`src/rtl/c_arb_merge_fifo_sync_if.sv`:
```
// Producer-side and consumer-side handshake bundle for the arbitrated merge FIFO.
// slave = the merge block itself, master = whatever drives producers and consumer.
interface c_arb_merge_fifo_sync_if #(
    parameter int N_CH  = 2,
    parameter int DEPTH = 2,
    parameter int WIDTH = 8
);
    localparam int SRC_W = $clog2(N_CH);
    localparam int CNT_W = $clog2(DEPTH + 1);

    logic [N_CH-1:0]       i_drive;
    logic [N_CH*WIDTH-1:0] i_data;
    logic [N_CH-1:0]       o_free;
    logic                  o_driveNext;
    logic [WIDTH-1:0]      o_dataNext;
    logic [SRC_W-1:0]      o_srcNext;
    logic                  i_freeNext;
    logic [DEPTH-1:0]      o_fire;
    logic [CNT_W-1:0]      o_count;

    modport slave (
        input  i_drive, i_data, i_freeNext,
        output o_free, o_driveNext, o_dataNext, o_srcNext, o_fire, o_count
    );

    modport master (
        output i_drive, i_data, i_freeNext,
        input  o_free, o_driveNext, o_dataNext, o_srcNext, o_fire, o_count
    );
endinterface

```
`src/rtl/c_arb_merge_fifo_sync.sv`:
```
// Round-robin merge of N_CH producers into a source-tagged DEPTH-entry FIFO.
// Latency 1 cycle accept-to-head; no push while full, consumer ready never reaches o_free.
module c_arb_merge_fifo_sync #(
    parameter int N_CH  = 2,
    parameter int DEPTH = 2,
    parameter int WIDTH = 8
) (
    input  logic                   clk,
    input  logic                   rst,
    c_arb_merge_fifo_sync_if.slave io_bus
);
    localparam int SRC_W = $clog2(N_CH);
    localparam int CNT_W = $clog2(DEPTH + 1);
    localparam int PTR_W = (DEPTH > 1) ? $clog2(DEPTH) : 1;
    localparam logic [CNT_W-1:0] L_DEPTH    = CNT_W'(DEPTH);
    localparam logic [PTR_W-1:0] L_PTR_LAST = PTR_W'(DEPTH - 1);
    localparam logic [SRC_W-1:0] L_CH_LAST  = SRC_W'(N_CH - 1);
    localparam logic [SRC_W:0]   L_N_CH     = (SRC_W + 1)'(N_CH);

    logic [CNT_W-1:0] r_cnt;
    logic [PTR_W-1:0] r_wr;
    logic [PTR_W-1:0] r_rd;
    logic [SRC_W-1:0] r_rr;
    logic [DEPTH-1:0] r_fire;
    logic [WIDTH-1:0] r_mem_dat [DEPTH];
    logic [SRC_W-1:0] r_mem_src [DEPTH];

    logic [SRC_W:0]   w_sum;
    logic [SRC_W-1:0] w_idx;
    logic [SRC_W-1:0] w_gnt;
    logic             w_found;
    logic             w_elig;
    logic             w_push;
    logic             w_pop;
    logic [N_CH-1:0]  w_free;

    // Search channels starting at the round-robin pointer, wrapping modulo N_CH.
    always_comb begin
        w_sum   = '0;
        w_idx   = '0;
        w_gnt   = '0;
        w_found = 1'b0;
        for (int j = 0; j < N_CH; j++) begin
            w_sum = {1'b0, r_rr} + (SRC_W + 1)'(j);
            if (w_sum >= L_N_CH) begin
                w_sum = w_sum - L_N_CH;
            end
            w_idx = w_sum[SRC_W-1:0];
            if (!w_found && io_bus.i_drive[w_idx]) begin
                w_found = 1'b1;
                w_gnt   = w_idx;
            end
        end
    end

    assign w_elig = !rst && (r_cnt != L_DEPTH);
    assign w_push = w_elig && w_found;
    assign w_pop  = (r_cnt != '0) && io_bus.i_freeNext;
    assign w_free = w_push ? (N_CH'(1) << w_gnt) : '0;

    always_ff @(posedge clk) begin
        if (rst) begin
            r_cnt  <= '0;
            r_wr   <= '0;
            r_rd   <= '0;
            r_rr   <= '0;
            r_fire <= '0;
        end else begin
            if (w_push) begin
                r_rr <= (w_gnt == L_CH_LAST) ? '0 : w_gnt + 1'b1;
                r_wr <= (r_wr == L_PTR_LAST) ? '0 : r_wr + 1'b1;
            end
            if (w_pop) begin
                r_rd <= (r_rd == L_PTR_LAST) ? '0 : r_rd + 1'b1;
            end
            case ({w_push, w_pop})
                2'b10:   r_cnt <= r_cnt + 1'b1;
                2'b01:   r_cnt <= r_cnt - 1'b1;
                default: r_cnt <= r_cnt;
            endcase
            r_fire <= w_push ? (DEPTH'(1) << r_wr) : '0;
        end
    end

    // Storage needs no reset: contents are only observed through a nonzero count.
    always_ff @(posedge clk) begin
        if (w_push) begin
            r_mem_dat[r_wr] <= io_bus.i_data[w_gnt*WIDTH +: WIDTH];
            r_mem_src[r_wr] <= w_gnt;
        end
    end

    assign io_bus.o_free      = w_free;
    assign io_bus.o_driveNext = (r_cnt != '0);
    assign io_bus.o_dataNext  = r_mem_dat[r_rd];
    assign io_bus.o_srcNext   = r_mem_src[r_rd];
    assign io_bus.o_fire      = r_fire;
    assign io_bus.o_count     = r_cnt;
endmodule
```
`src/flat_wrapper.sv`:
```
// flat-port wrapper written by rule: the top's interface ports become plain ports
module c_arb_merge_fifo_sync_flat 
#(
    parameter int N_CH  = 2,
    parameter int DEPTH = 2,
    parameter int WIDTH = 8
)
  (clk, rst, io_bus_i_drive, io_bus_i_data, io_bus_i_freeNext, io_bus_o_free, io_bus_o_driveNext, io_bus_o_dataNext, io_bus_o_srcNext, io_bus_o_fire, io_bus_o_count);
  c_arb_merge_fifo_sync_if #(.N_CH(N_CH), .DEPTH(DEPTH), .WIDTH(WIDTH)) io_bus_i ();
  input  logic clk;
  input  logic rst;
  input wire logic [$bits(io_bus_i.i_drive)-1:0] io_bus_i_drive;
  input wire logic [$bits(io_bus_i.i_data)-1:0] io_bus_i_data;
  input wire logic [$bits(io_bus_i.i_freeNext)-1:0] io_bus_i_freeNext;
  output wire logic [$bits(io_bus_i.o_free)-1:0] io_bus_o_free;
  output wire logic [$bits(io_bus_i.o_driveNext)-1:0] io_bus_o_driveNext;
  output wire logic [$bits(io_bus_i.o_dataNext)-1:0] io_bus_o_dataNext;
  output wire logic [$bits(io_bus_i.o_srcNext)-1:0] io_bus_o_srcNext;
  output wire logic [$bits(io_bus_i.o_fire)-1:0] io_bus_o_fire;
  output wire logic [$bits(io_bus_i.o_count)-1:0] io_bus_o_count;
  assign io_bus_i.i_drive = io_bus_i_drive;
  assign io_bus_i.i_data = io_bus_i_data;
  assign io_bus_i.i_freeNext = io_bus_i_freeNext;
  assign io_bus_o_free = io_bus_i.o_free;
  assign io_bus_o_driveNext = io_bus_i.o_driveNext;
  assign io_bus_o_dataNext = io_bus_i.o_dataNext;
  assign io_bus_o_srcNext = io_bus_i.o_srcNext;
  assign io_bus_o_fire = io_bus_i.o_fire;
  assign io_bus_o_count = io_bus_i.o_count;
  c_arb_merge_fifo_sync #(.N_CH(N_CH), .DEPTH(DEPTH), .WIDTH(WIDTH)) u_core (.clk(clk), .rst(rst), .io_bus(io_bus_i));
endmodule
```
`config.mk`:
```
export PLATFORM = sky130hd
export DESIGN_NAME = c_arb_merge_fifo_sync_flat
export DESIGN_NICKNAME = d
export VERILOG_FILES = /design/src/rtl/c_arb_merge_fifo_sync_if.sv /design/src/rtl/c_arb_merge_fifo_sync.sv /design/src/flat_wrapper.sv
export SDC_FILE = /design/constraint.sdc
export NUM_CORES = 1
export LEC_CHECK = 0
export CORE_UTILIZATION = 42
export CTS_BUF_LIST = sky130_fd_sc_hd__clkbuf_2 sky130_fd_sc_hd__clkbuf_4 sky130_fd_sc_hd__clkbuf_8
export CTS_CLUSTER_SIZE = 10
export DETAILED_ROUTE_END_ITERATION = 16
export GPL_TIMING_DRIVEN = 0
export PLACE_DENSITY = 0.79
export SKIP_LAST_GASP = 1
export SYNTH_ARGS = -nofsm -noshare
export SYNTH_HDL_FRONTEND = slang
export SYNTH_SLANG_ARGS = --single-unit
```
`constraint.sdc`:
```
create_clock -name clk -period 1.82 [get_ports clk]
set_input_delay 0.455 -clock clk [delete_from_list [all_inputs] [get_ports clk]]
set_output_delay 0.455 -clock clk [all_outputs]
set_load 0.02 [all_outputs]
```
==> results.py, run 1 <==
# Flow results
metrics = {
    "min_path": {
        "hold_path_class": "input pin to register",
    },
    "layout": {
        "top_register": "u_core.r_mem_dat",
        "largest_reg_flops": 16,
        "syn2layout_area_growth_pct": 43.6,
        "drive_gt1_share_pct": 41.2,
        "layout.nets": 143,
        "finalNonFillerCells": 149,
    },
    "route": {
        "dr_total_vias": 750,
        "wl_per_cell_um": 14.2,
        "detail_route.vias_per_cell": 5.03,
        "first_iter_violations": 7,
        "wirelength_mm": 2.12,
    },
    "worst_setup_path": {
        "r2r_slack_ns": 0.08,
        "startpoint_type": "register",
        "crit_path_max_fanout": 6,
        "end_kind": "primary output",
        "worstPathArrival_ns": 1.34,
    },
    "synthesis": {
        "yosysCellCount": 78,
        "postSynthAreaPerCell_um2": 14.0,
        "top_cell_area_share_pct": 49.6,
        "syn_inst": 78,
    },
    "sta": {
        "setup_viol": 0,
        "finalMaxSlewViolations": 0,
        "layout_min_cycle_time_ns": 1.80,
        "tightest_slew_ns": 0.495,
        "period_used_pct": 98.7,
        "finalSetupTns_ns": 0,
    },
    "cts": {
        "cts_root_buf": "clkbuf_4",
        "cts_made_buffers": 3,
    },
    "outcome": {
        "outcome": "finished clean",
    },
    "pwr": {
        "vdd_ir_drop_max_mv": 0.801,
        "powerDensity_nw_per_um2": 1190,
    },
    "floorplan": {
        "fp-row-count": 18,
    },
    "grt": {
        "antenna_found_initial": 0,
    },
}
## run 1: final timing paths
kind,to,start,cells past startpoint
max,io_bus_o_dataNext[5],register,4
min,u_core.r_rr,rst,2
max reg2reg,u_core.io_bus.o_count[1],u_core.io_bus.o_count[1],6
min reg2reg,u_core.io_bus.o_fire[0],u_core.r_wr,1
## run 1: per-layer routing
layer  vias up  routed length [um]  track usage (%)
met5         -                   0                0
met2        23                1230             34.8
li1        368                   -                -
met4         0                  12             5.26
met3         2                 105             2.59
met1       357                 775             15.7
## run 1: critical path: stages (launching register included)
cell     delay (ns)
dfxtp_2        0.35
buf_6          0.12
buf_6          0.11
mux2_2         0.33
buf_4          0.16
## run 1: cells in the mapped netlist
cell type	n
edfxtp_1	18
nor2b_2	1
dfxtp_1	8
inv_1	4
mux2_2	17
o21ai_0	3
nor3_1	1
clkbuf_1	1
xnor2_1	2
xor2_1	1
a21oi_1	3
ha_1	1
or2_2	1
o21a_1	1
o21ai_2	1
buf_2	2
a2111oi_0	1
or3_1	4
nor2_1	8
## run 1: power breakdown
group	switching (uW)	leakage [uW]	internal (uW)	total, uW
registers	69.0	0.000235	764	833
clock network	142	0.0000138	77.0	219
logic	388	0.000353	423	811
total	599	0.000601	1260	1860
## run 1: cell type report
type	instances	share of cell area [%]
multi-input combinational	45	25.6
buffer	3	1.92
tap	30	2.40
timing repair buffer	38	22.4
inverter	4	0.959
sequential	26	45.3
clock buffer	3	1.44
## run 1: cells by family (layout without fill, tap and decap cells)
group,after synthesis,in the layout,share of synthesized area [%]
AOI/OAI and AO/OA,9,9,5.05
xor gates and xnor gates,3,3,2.41
adders and majority gates,1,1,1.15
buffers and inverters,7,48,2.64
DFF,26,26,64.3
muxes,17,17,17.6
and+or+nand+nor,15,15,6.89
Run 1, pin map:
Pins as bars across the die edge, other pins in gray.
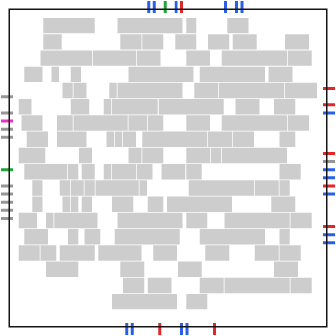
legend:
  `io_bus_o_dataNext`:
    color: red
    pins: 8
    direction: output
    edge: 5 right, 2 bottom, 1 top
  `io_bus_o_driveNext`:
    color: magenta
    pins: 1
    direction: output
    edge: left
  `io_bus_o_fire`:
    color: green
    pins: 2
    direction: output
    edge: 1 left, 1 top
  `io_bus_i_data`:
    color: blue
    pins: 16
    direction: input
    edge: 6 right, 6 top, 4 bottom
all pins by edge: 12 right, 11 left, 8 top, 6 bottom
PortBufs: 35
die width: 52.9 um
die extent in y: 52.9 um

Run 1, clock distribution:
The bar under the picture is 20 um long.
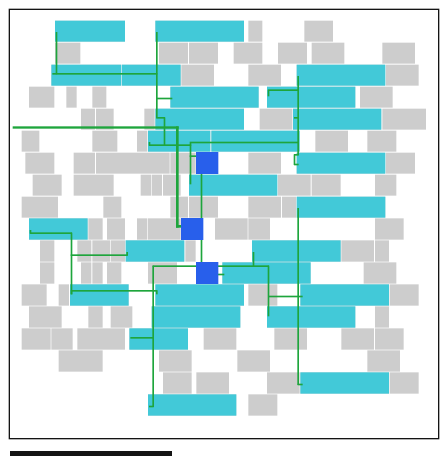
legend:
  flip-flops:
    color: cyan
    count: 26
  clock wires:
    color: green
    length: 230 um
  clock drivers:
    color: blue
    count: 3
routed clock nets: 4
Clock Power Share: 11.7%
P_clk: 219 uW
clk latency late pin: 0.30 ns
Clock Skew: 0.0121 ns

Run 1, where the registers sit:
Other sequential cells in the stronger gray, the rest of the logic in the fainter gray.
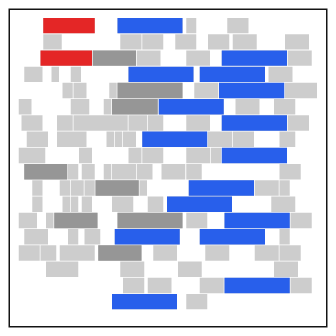
legend:
  `u_core.io_bus.o_count`:
    color: red
    sequential_cells: 2
  `u_core.r_mem_dat`:
    color: blue
    sequential_cells: 16
FF+latch area: 709 um^2
Flop+latch power: 833 uW
Seq area share: 45.3%
Final Util: 63.8%

==> run 2, diff against run 1 <==
- SLEW_MARGIN: not set -> 25
Run 2, clock distribution:
The bar under the picture is 20 um long.
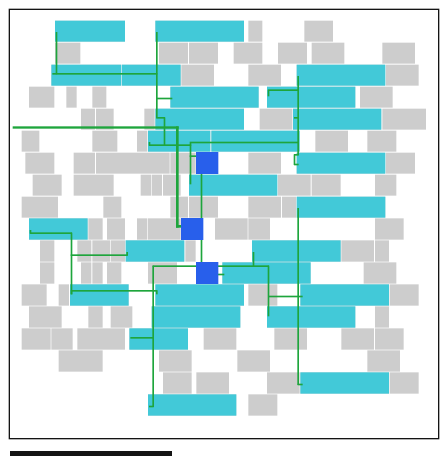
legend:
  clock drivers:
    color: blue
    count: 3
  flip-flops:
    color: cyan
    count: 26
  clock wires:
    color: green
    length: 230 um
routed clock nets: 4

==> run 2 against run 1 <==
Compared with the run above:
- sequential power hardly changed
- setup slack stayed put
- first-iteration DRC count unchanged
- clock-buffer cell count stayed put
- critical path depth unchanged
- critical path type unchanged
- highest routed layer unchanged
- cell count did not move
- largest power group unchanged
- sequential cell count is the same
- wire length did not move
- clock power is essentially flat
==> results.py, run 2 <==
# Flow results
metrics = {
    "layout": {
        "layout.nets": 143,
        "top_register": "u_core.r_mem_dat",
        "largest_reg_flops": 16,
        "drive_gt1_share_pct": 41.2,
    },
    "worst_setup_path": {
        "slowest_stage": "dfxtp_2",
        "r2r_end": "u_core.io_bus.o_count[1]",
        "end_kind": "primary output",
        "cp_top_family": "buffers and inverters",
        "crit_path_max_fanout": 6,
        "r2r_start": "u_core.io_bus.o_count[1]",
    },
    "min_path": {
        "min_path_cells": 2,
        "min_from": "rst",
        "min_to": "u_core.r_rr",
        "hold_path_class": "input pin to register",
    },
    "pwr": {
        "p_comb_share_pct": 43.6,
        "p_seq_share_pct": 44.7,
        "p_sw_share_pct": 32.2,
        "clock_power_uw": 219,
        "maxPowerGroup": "registers",
        "powerDensity_nw_per_um2": 1190,
    },
    "synthesis": {
        "yosysCellCount": 78,
        "yosys.area_share.aoi_pct": 5.05,
        "syn_inst": 78,
        "simple_gate_share_pct": 6.89,
        "postSynthAreaPerCell_um2": 14.0,
        "top_cell_area_share_pct": 49.6,
    },
    "sta": {
        "fin_skew_ns": 0.0121,
        "finalMaxSlewViolations": 0,
        "tightest_slew_ns": 0.495,
        "period_used_pct": 98.7,
    },
    "floorplan": {
        "die_h_um": 52.9,
        "die_w_um": 52.9,
    },
    "grt": {
        "met2_usage_pct": 34.8,
        "grt-busiest-layer": "met2",
    },
    "cts": {
        "cts_made_buffers": 3,
    },
    "place": {
        "port-buffer-count": 35,
    },
    "route": {
        "first_iter_violations": 7,
        "wl_met3_um": 105,
        "wl_met1_um": 775,
        "maxUsedRoutingLayer": "met4",
    },
    "outcome": {
        "outcome": "finished clean",
    },
}
Run 2, where the registers sit:
Other sequential cells in the stronger gray, the rest of the logic in the fainter gray.
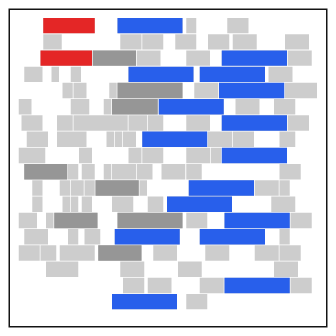
legend:
  `u_core.io_bus.o_count`:
    color: red
    sequential_cells: 2
  `u_core.r_mem_dat`:
    color: blue
    sequential_cells: 16
not colored: 8

-- run 2: cell counts in the layout (fill, tap and decap cells not counted) --
Identical to the previous run, type by type.
-- run 2: repair_timing --
item | 4_1_cts | 5_1_grt
hold buffers | 0 | 0
resized | 53 | 19
pin swaps | 2 | 2
endpoints found under the hold margin | 0 | 0
setup buffers | 3 | 0
setup endpoints to repair | 48 | 20
-- run 2: how the worst max path moves through the flow --
stage          cells after the start         startpoint              endpoint  slack, ns
6_report                           4           register  io_bus_o_dataNext[5]       0.02
5_1_grt                            4           register  io_bus_o_dataNext[5]      -0.04
4_1_cts                            4           register  io_bus_o_dataNext[5]      -0.02
3_5_place_dp                       5  io_bus_i_drive[0]      io_bus_o_free[1]      -0.78
3_3_place_gp                       5  io_bus_i_drive[0]      io_bus_o_free[1]      -0.78
2_1_floorplan                      2                rst      io_bus_o_free[0]      -0.08
-- run 2: through the flow --
stage                     area, um^2  TNS, ns  power [uW]  util [%]  cells
after global routing            1570   -0.121        1970      63.8    149
after global placement          1510   -17.41        1600      61.5    143
final                           1570        0        1860      63.8    149
after CTS                       1550  -0.0720        1840      63.0    149
after detailed placement        1510   -18.41        1630      61.5    143
after floorplan                 1120  -0.0805        1300         -     78
-- run 2: cells by family (layout without fill, tap and decap cells) --
| logic type | Yosys count | in the layout |
|---|---|---|
| compound gates | 9 | 9 |
| buf+inv | 7 | 48 |
| mux | 17 | 17 |
| xor+xnor | 3 | 3 |
| simple gates | 15 | 15 |
| flops | 26 | 26 |
| fa+ha+maj | 1 | 1 |
-- run 2: area by class of cell --
type	instances	area [um^2]
plain buffers	3	30.0
clock buffers	3	22.5
fillers	202	890
inverters	4	15.0
multi-input cells	45	400
flip-flops and latches	26	709
well taps	30	37.5
repair buffers	38	350
==> run 3, diff against run 2 <==
- CTS_CLUSTER_SIZE: 10 -> not set
Run 3, clock distribution:
The bar under the picture is 20 um long.
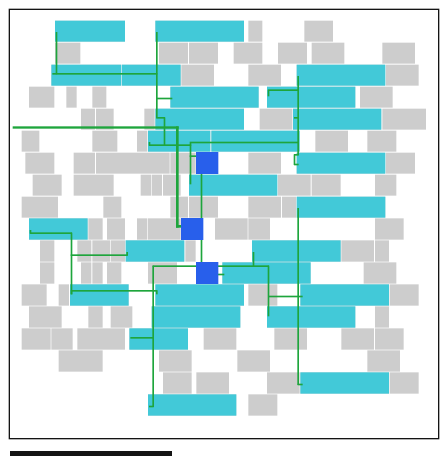
legend:
  flip-flops:
    color: cyan
    count: 26
  clock drivers:
    color: blue
    count: 3
  clock wires:
    color: green
    length: 230 um
routed clock nets: 4

==> run 3 against run 2 <==
Compared with the run above:
- fmax is the same
- clock skew stayed put
- die size did not move
- worst hold slack unchanged
- combinational power hardly changed
- power is the same
- clock power is essentially flat
- cell count unchanged
- first-iteration DRC count is the same
- utilization unchanged
- critical path depth unchanged
- critical path type unchanged
- critical endpoint unchanged
- highest routed layer unchanged
==> results.py, run 3 <==
# Flow results
metrics = {
    "layout": {
        "layout.nets": 143,
        "finalNonFillerCells": 149,
        "num-nonclk-buffers": 41,
        "nClkBuffers": 3,
        "area_dominant_class": "flip-flops and latches",
        "seq_area_um2": 709,
        "largest_reg_flops": 16,
        "fillers": 202,
        "drive_gt1_share_pct": 41.2,
        "comb.multi_input.count": 45,
        "buffer_area_share_pct": 24.3,
        "clk_share_pct": 1.44,
        "comb_area_um2": 400,
        "comb-cell-share_pct": 25.6,
        "top_register": "u_core.r_mem_dat",
    },
    "floorplan": {
        "tap_cells": 30,
        "die_w_um": 52.9,
        "die_h_um": 52.9,
        "die_area_um2": 2800,
    },
    "sta": {
        "fin_skew_ns": 0.0121,
        "tightest_slew_ns": 0.495,
        "finalSetupTns_ns": 0,
        "finalMaxSlewViolations": 0,
        "period_used_pct": 98.7,
        "slew_headroom_pct": 67.0,
    },
    "synthesis": {
        "syn_inst": 78,
        "yosys.area_share.aoi_pct": 5.05,
        "top_cell_area_share_pct": 49.6,
        "yosysCellCount": 78,
        "simple_gate_share_pct": 6.89,
        "postSynthAreaPerCell_um2": 14.0,
    },
    "worst_setup_path": {
        "worstSetupPathType": "register to primary output",
        "slowest_stage": "dfxtp_2",
        "cp_top_family": "buffers and inverters",
        "end_kind": "primary output",
        "crit_path_max_fanout": 6,
        "crit_required_ns": 1.36,
    },
    "grt": {
        "antenna_found_initial": 0,
        "grt_start_max_net_pins": 14,
    },
    "pwr": {
        "powerDensity_nw_per_um2": 1190,
    },
    "outcome": {
        "outcome": "finished clean",
    },
    "cts": {
        "hold_buffers": 0,
        "clock_path_buffers": 2,
    },
    "place": {
        "port-buffer-count": 35,
        "dpl.cell_count": 143,
    },
    "route": {
        "first_iter_violations": 7,
    },
    "min_path": {
        "hold_path_class": "input pin to register",
    },
}
Run 3, clock routing:
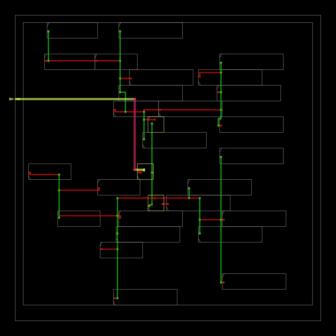
CTS sink cnt: 26
flop count: 26
CTS Buf Count: 3

-- run 3: cell counts in the layout (fill, tap and decap cells not counted) --
No cell type changed its count.
-- run 3: repair_timing --
item	CTS	global route
gates resized	53	19
gates cloned	0	0
endpoints found under the setup margin	48	20
pin swaps	2	2
buffers inserted	3	0
-- run 3: path summary, 6_finish.rpt --
path	startpoint	depth (start not counted)	endpoint	slack (ns)
max	register	4	io_bus_o_dataNext[5]	0.02
min	rst	2	u_core.r_rr	0.40
max reg2reg	u_core.io_bus.o_count[1]	6	u_core.io_bus.o_count[1]	0.08
min reg2reg	u_core.r_wr	1	u_core.io_bus.o_fire[0]	0.52
-- run 3: stage by stage --
step / worst slack [ns] / util (%) / hold slack, ns / total power [uW] / area (um^2)
2_1_floorplan: -0.0805 / - / 0.440 / 1300 / 1120
3_3_place_gp: -0.782 / 61.5 / 0.485 / 1600 / 1510
3_5_place_dp: -0.780 / 61.5 / 0.496 / 1630 / 1510
4_1_cts: -0.0233 / 63.0 / 0.397 / 1840 / 1550
5_1_grt: -0.0431 / 63.8 / 0.393 / 1970 / 1570
6_report: 0.0229 / 63.8 / 0.400 / 1860 / 1570
-- run 3: logic make-up after synthesis --
| family | Yosys count |
|---|---|
| multiplexers | 17 |
| adder cells (fa/ha/maj) | 1 |
| AND/OR/NAND/NOR | 15 |
| AND-OR/OR-AND | 9 |
| XOR/XNOR | 3 |
| flip-flops | 26 |
| buffers and inverters | 7 |
-- run 3: layer usage --
metal	global-route usage [%]	part of all wire, %
met4	5.26	0.57
met5	0	0
met3	2.59	5.0
met1	15.7	37
met2	34.8	58
-- run 3: report_power, final --
part	total, uW	switching [uW]	internal, uW
sequential	833	69.0	764
combinational	811	388	423
clock	219	142	77.0
Power figures rest on the tool's default switching activity, not on a simulated workload.
